==> config.mk <==
export PLATFORM = sky130hd
export DESIGN_NAME = adc_spi_reader
export DESIGN_NICKNAME = d
export VERILOG_FILES = /design/src/rtl/adc_spi_reader.sv
export SDC_FILE = /design/constraint.sdc
export NUM_CORES = 1
export LEC_CHECK = 0
export CORE_MARGIN = 3
export CORE_UTILIZATION = 57
export CTS_BUF_LIST = sky130_fd_sc_hd__clkbuf_8
export CTS_CLUSTER_DIAMETER = 100
export CTS_CLUSTER_SIZE = 25
export DETAILED_ROUTE_END_ITERATION = 8
export GPL_TIMING_DRIVEN = 0
export PLACE_DENSITY = 0.81
export SETUP_SLACK_MARGIN = 0.1
export SLEW_MARGIN = 30
export SYNTH_ARGS = -nofsm -noshare
export SYNTH_HDL_FRONTEND = slang
export SYNTH_SLANG_ARGS = --single-unit
==> constraint.sdc <==
create_clock -name clk -period 2.03 [get_ports clk]
set_clock_uncertainty 0.15 [all_clocks]
set_input_delay 0.406 -clock clk [delete_from_list [all_inputs] [get_ports clk]]
set_output_delay 0.406 -clock clk [all_outputs]
set_load 0.03 [all_outputs]
==> src/rtl/adc_spi_reader.sv <==
// SPI master reading one FRAME_BITS frame from the serial ADC; data_valid at SCK_HALF*(1+2*FRAME_BITS) cycles after CS falls.
// No backpressure: start is ignored (not queued) while busy; all outputs registered.
module adc_spi_reader #(
  parameter int SCK_HALF     = 2,
  parameter int FRAME_BITS   = 16,
  parameter int DATA_BITS    = 12,
  parameter int QUIET_CYCLES = 4
) (
  input  logic                 clk,
  input  logic                 rst,
  input  logic                 start,
  input  logic                 spi_miso,
  output logic                 spi_cs,
  output logic                 spi_sck,
  output logic                 busy,
  output logic [DATA_BITS-1:0] data_out,
  output logic                 data_valid,
  output logic                 frame_err
);

  localparam int CNT_MAX = (SCK_HALF > QUIET_CYCLES) ? SCK_HALF : QUIET_CYCLES;
  localparam int CNT_W   = $clog2(CNT_MAX + 1);
  localparam int BIT_W   = (FRAME_BITS > 1) ? $clog2(FRAME_BITS) : 1;
  localparam logic [CNT_W-1:0] HALF_LAST  = CNT_W'(SCK_HALF - 1);
  localparam logic [CNT_W-1:0] QUIET_LAST = CNT_W'(QUIET_CYCLES - 1);
  localparam logic [BIT_W-1:0] BIT_LAST   = BIT_W'(FRAME_BITS - 1);

  typedef enum logic [1:0] {IDLE, SETUP, SHIFT, STOP} state_t;

  state_t                  state_q, state_d;
  logic [CNT_W-1:0]        cnt_q, cnt_d;
  logic [BIT_W-1:0]        bit_q, bit_d;
  logic [FRAME_BITS-1:0]   shift_q, shift_d;
  logic                    cs_q, cs_d;
  logic                    sck_q, sck_d;
  logic                    busy_q, busy_d;
  logic [DATA_BITS-1:0]    data_q, data_d;
  logic                    valid_q, valid_d;
  logic                    err_q, err_d;

  always_ff @(posedge clk) begin
    if (rst) begin
      state_q <= IDLE;
      cnt_q   <= '0;
      bit_q   <= '0;
      shift_q <= '0;
      cs_q    <= 1'b1;
      sck_q   <= 1'b1;
      busy_q  <= 1'b0;
      data_q  <= '0;
      valid_q <= 1'b0;
      err_q   <= 1'b0;
    end else begin
      state_q <= state_d;
      cnt_q   <= cnt_d;
      bit_q   <= bit_d;
      shift_q <= shift_d;
      cs_q    <= cs_d;
      sck_q   <= sck_d;
      busy_q  <= busy_d;
      data_q  <= data_d;
      valid_q <= valid_d;
      err_q   <= err_d;
    end
  end

  always_comb begin
    state_d = state_q;
    cnt_d   = cnt_q;
    bit_d   = bit_q;
    shift_d = shift_q;
    cs_d    = cs_q;
    sck_d   = sck_q;
    busy_d  = busy_q;
    data_d  = data_q;
    valid_d = 1'b0;
    err_d   = err_q;
    unique case (state_q)
      IDLE: begin
        if (start) begin
          state_d = SETUP;
          cs_d    = 1'b0;
          busy_d  = 1'b1;
          cnt_d   = '0;
        end
      end
      SETUP: begin
        if (cnt_q == HALF_LAST) begin
          state_d = SHIFT;
          sck_d   = 1'b0;
          cnt_d   = '0;
          bit_d   = '0;
        end else begin
          cnt_d = cnt_q + 1'b1;
        end
      end
      SHIFT: begin
        // sck_q itself tells which half of the SCK period is running
        if (cnt_q != HALF_LAST) begin
          cnt_d = cnt_q + 1'b1;
        end else if (!sck_q) begin
          cnt_d   = '0;
          sck_d   = 1'b1;
          shift_d = {shift_q[FRAME_BITS-2:0], spi_miso};
        end else if (bit_q == BIT_LAST) begin
          state_d = STOP;
          cnt_d   = '0;
          cs_d    = 1'b1;
          data_d  = shift_q[DATA_BITS-1:0];
          err_d   = |shift_q[FRAME_BITS-1:DATA_BITS];
          valid_d = 1'b1;
        end else begin
          cnt_d = '0;
          bit_d = bit_q + 1'b1;
          sck_d = 1'b0;
        end
      end
      STOP: begin
        if (cnt_q == QUIET_LAST) begin
          state_d = IDLE;
          busy_d  = 1'b0;
          cnt_d   = '0;
        end else begin
          cnt_d = cnt_q + 1'b1;
        end
      end
      default: state_d = IDLE;
    endcase
  end

  assign spi_cs     = cs_q;
  assign spi_sck    = sck_q;
  assign busy       = busy_q;
  assign data_out   = data_q;
  assign data_valid = valid_q;
  assign frame_err  = err_q;

endmodule

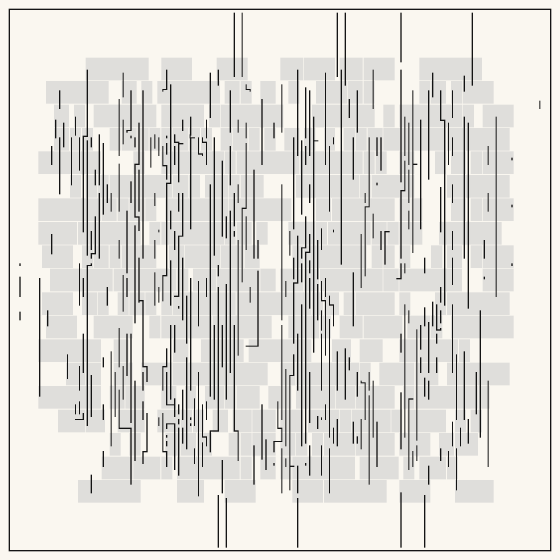
(images/met2.png)
wire length on this layer: 1690 um
nets with wire on the layer: 214
share of all routed wire: 45%
DRT Wirelength: 3730 um
met2 GRT Util: 0.294
via count: 1564

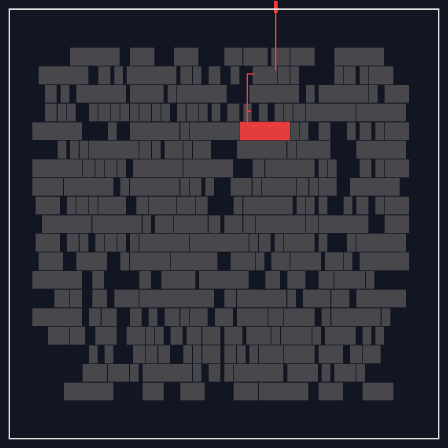
(images/port_nets.png)
| color | port | bits | direction | edge | end cells | buffers | wire |
|---|---|---|---|---|---|---|---|
| red | `frame_err` | 1 | output | top | 1 | 1 | 23.2 um |
# port buffers: 20
io pins: 21

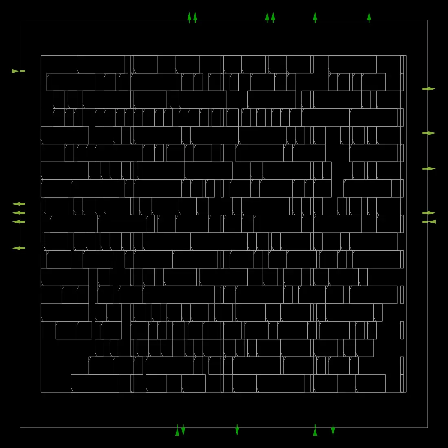
(images/final_placement.png)
Core Region: 2900 um2
Non-Filler Instances: 299
sequential cell area share: 0.371
Flop Count: 42
utilization after layout: 0.784

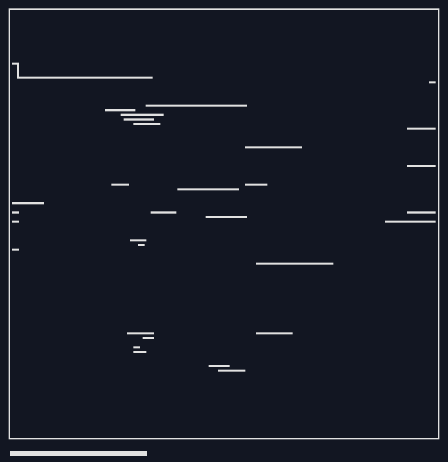
(images/met3.png)
The bar under the picture is 20 um long.
longest straight run: 19.5 um
nets with wire on the layer: 25
main direction: horizontal
global-route track usage on met3: 0.0576

[cell type report]
class                   instances  area (um2)  area share
clock inverters                 3        41.3      0.0182
clock buffers                   5        68.8      0.0303
inverters                       8        30.0      0.0132
repair buffers                 27         256       0.113
flip-flops and latches         42         845       0.371
well taps                      42        52.6      0.0231
plain buffers                  12        81.3      0.0358
multi-input cells             160         900       0.395
[per-stage QoR]
stage	setup TNS, ns	cell area [um2]
2_1_floorplan	0	1830
3_3_place_gp	-0.617	2080
3_5_place_dp	-0.740	2080
4_1_cts	0	2200
5_1_grt	0	2270
6_report	0	2270
[cells by family after synthesis]
kind of cell,Yosys count
muxes,2
and+or+nand+nor,95
DFF,42
buffers and inverters,21
adders and majority gates,10
AOI/OAI and AO/OA,53
==> run_results.csv <==
group,metric,value,unit
routing,drt_first_pass_iters,4,
hold_path,hold_depth,2,
yosys,fp_nets,237,
critical_path,crit_buf_inv,1,
hold_path,hold_class,"reg -> reg",
clock_network,cts_root_buf,"clkbuf_8",
sta,slew_violations,0,
global_routing,grt_start_max_net_pins,14,
sta,worstMarginPinSlew,0.530,ns
clock_network,clock-sinks,42,
die,die_area,3920,um2
clock_network,clk_path_buf_depth,2,
global_routing,grt_pass1_vias,1405,
power,powerDensity,876,nW/um2
global_routing,grt_first_pass_wirelength,6350,um
critical_path,cp_data_required_time,2.10,ns
final_layout,mostFrequentLayoutCells,"67 x nand2_1, 41 x dfxtp_1, 37 x a21oi_1",
critical_path,critical_path.max_stage_delay,0.48,ns
sta,holdWs,0.305,ns
sta,setup_slack,0.120,ns
final_layout,top_register,"shift_q",
routing,top_layer,"met4",
critical_path,path_delay_family,"simple AND/OR/NAND/NOR gates",
power,internal-power,0.00141,W
yosys,ys_sh_mux,0.0110,
routing,ant_nets,0,
clock_network,postCtsSetupBuffers,0,
power,comb-power,0.000456,W
critical_path,crit_chain,"ha_1 > nor2b_1 > buf_6 > o22ai_4 > or4b_1 > a21oi_1",
power,sequentialPowerShare,0.446,
final_layout,largest_register_ffs,16,
yosys,syn_area_per_cell,8.19,um2
power,p_seq,0.000889,W
power,power_leakage,0.878,nW
critical_path,critPathKind,"reg -> reg",
run_status,status,"finished, final reports clean",
critical_path,cp.arrival,1.98,ns
final_layout,layout.cells.most_common,"nand2_1",
routing,met3_length,144,um
sta,rsz0062_at_grt,"true",
yosys,synthSimpleGateAreaFrac,0.234,
critical_path,reg2reg_depth,6,
critical_path,crit_start,"cnt_q[0]",
placed_design,dp.cells,285,
routing,wire_per_inst,12.5,um
sta,slew_headroom,0.647,
yosys,synth_cells,223,
die,die_w,62.6,um
power,powerClk,0.000646,W
critical_path,endpoint,"cnt_q[0]",
sta,fin_crit,1.91,ns
global_routing,antenna_found_initial,0,
yosys,ys_types,33,
yosys,ys_sh_adder,0.0685,
critical_path,rrSetupSlack,0.12,ns
placed_design,dp_hpwl,2500,um
global_routing,gr-max-usage-layer,"met2",
clock_network,htree_levels,2,
routing,wl_met2,1690,um
sta,post-route-period-util,0.941,
clock_network,cts_hold_buf,0,
run,drv_cap,0,
critical_path,crit-reg2reg-launch,"cnt_q[0]",
power,ir_drop,0.592,mV
yosys,edf_count,0,
critical_path,cp-end-kind,"register",
yosys,ys_sh_xor,0,
yosys,yosysSeqAreaShare,0.461,
yosys,synth.most_common_cell,"nand2_1",
yosys,ff_type,"dfxtp_1",
hold_path,hold_start,"data_out[3]",
power,power,0.00199,W
die,initCoreUtil,0.629,
power,power_leader,"registers",
clock_network,cts_made_buffers,5,
final_layout,layout-drive-gt1-share,0.113,
yosys,ys_chip_area,1830,um2
placed_design,gp_congestion,0.876,
clock_network,clock_latency,0.29,ns
final_layout,antenna-diode-count,0,
power,power_frac_comb,0.229,
critical_path,cpMaxStageDelayCell,"or4b_1",
critical_path,cp.depth,6,
routing,drt-met1-wl,1830,um
sta,hold_viol_final,0,
yosys,yosysTopAreaCell,"dfxtp_1",
die,die_h,62.6,um
critical_path,r2r-end,"cnt_q[0]",
yosys,area_leaders,"dfxtp_1 46%, nand2_1 14%, a21oi_1 10%",
yosys,top_area_frac,0.461,
yosys,synth_flops,42,
yosys,synth.cell_area,1830,um2
critical_path,crit_fanout,8,
critical_path,start_kind,"register",
global_routing,gr-usage-met1,0.272,
routing,drc,0,
routing,viasPerCell,5.23,
yosys,ys_cells,223,
global_routing,track_usage,0.198,
yosys,logic_family,"simple AND/OR/NAND/NOR gates",
sta,setup_violations,0,
yosys,aoi_share,0.172,
sta,fmax,0.524,GHz
final_layout,layout.nets,270,
Power is estimated from default activity; no workload was simulated.
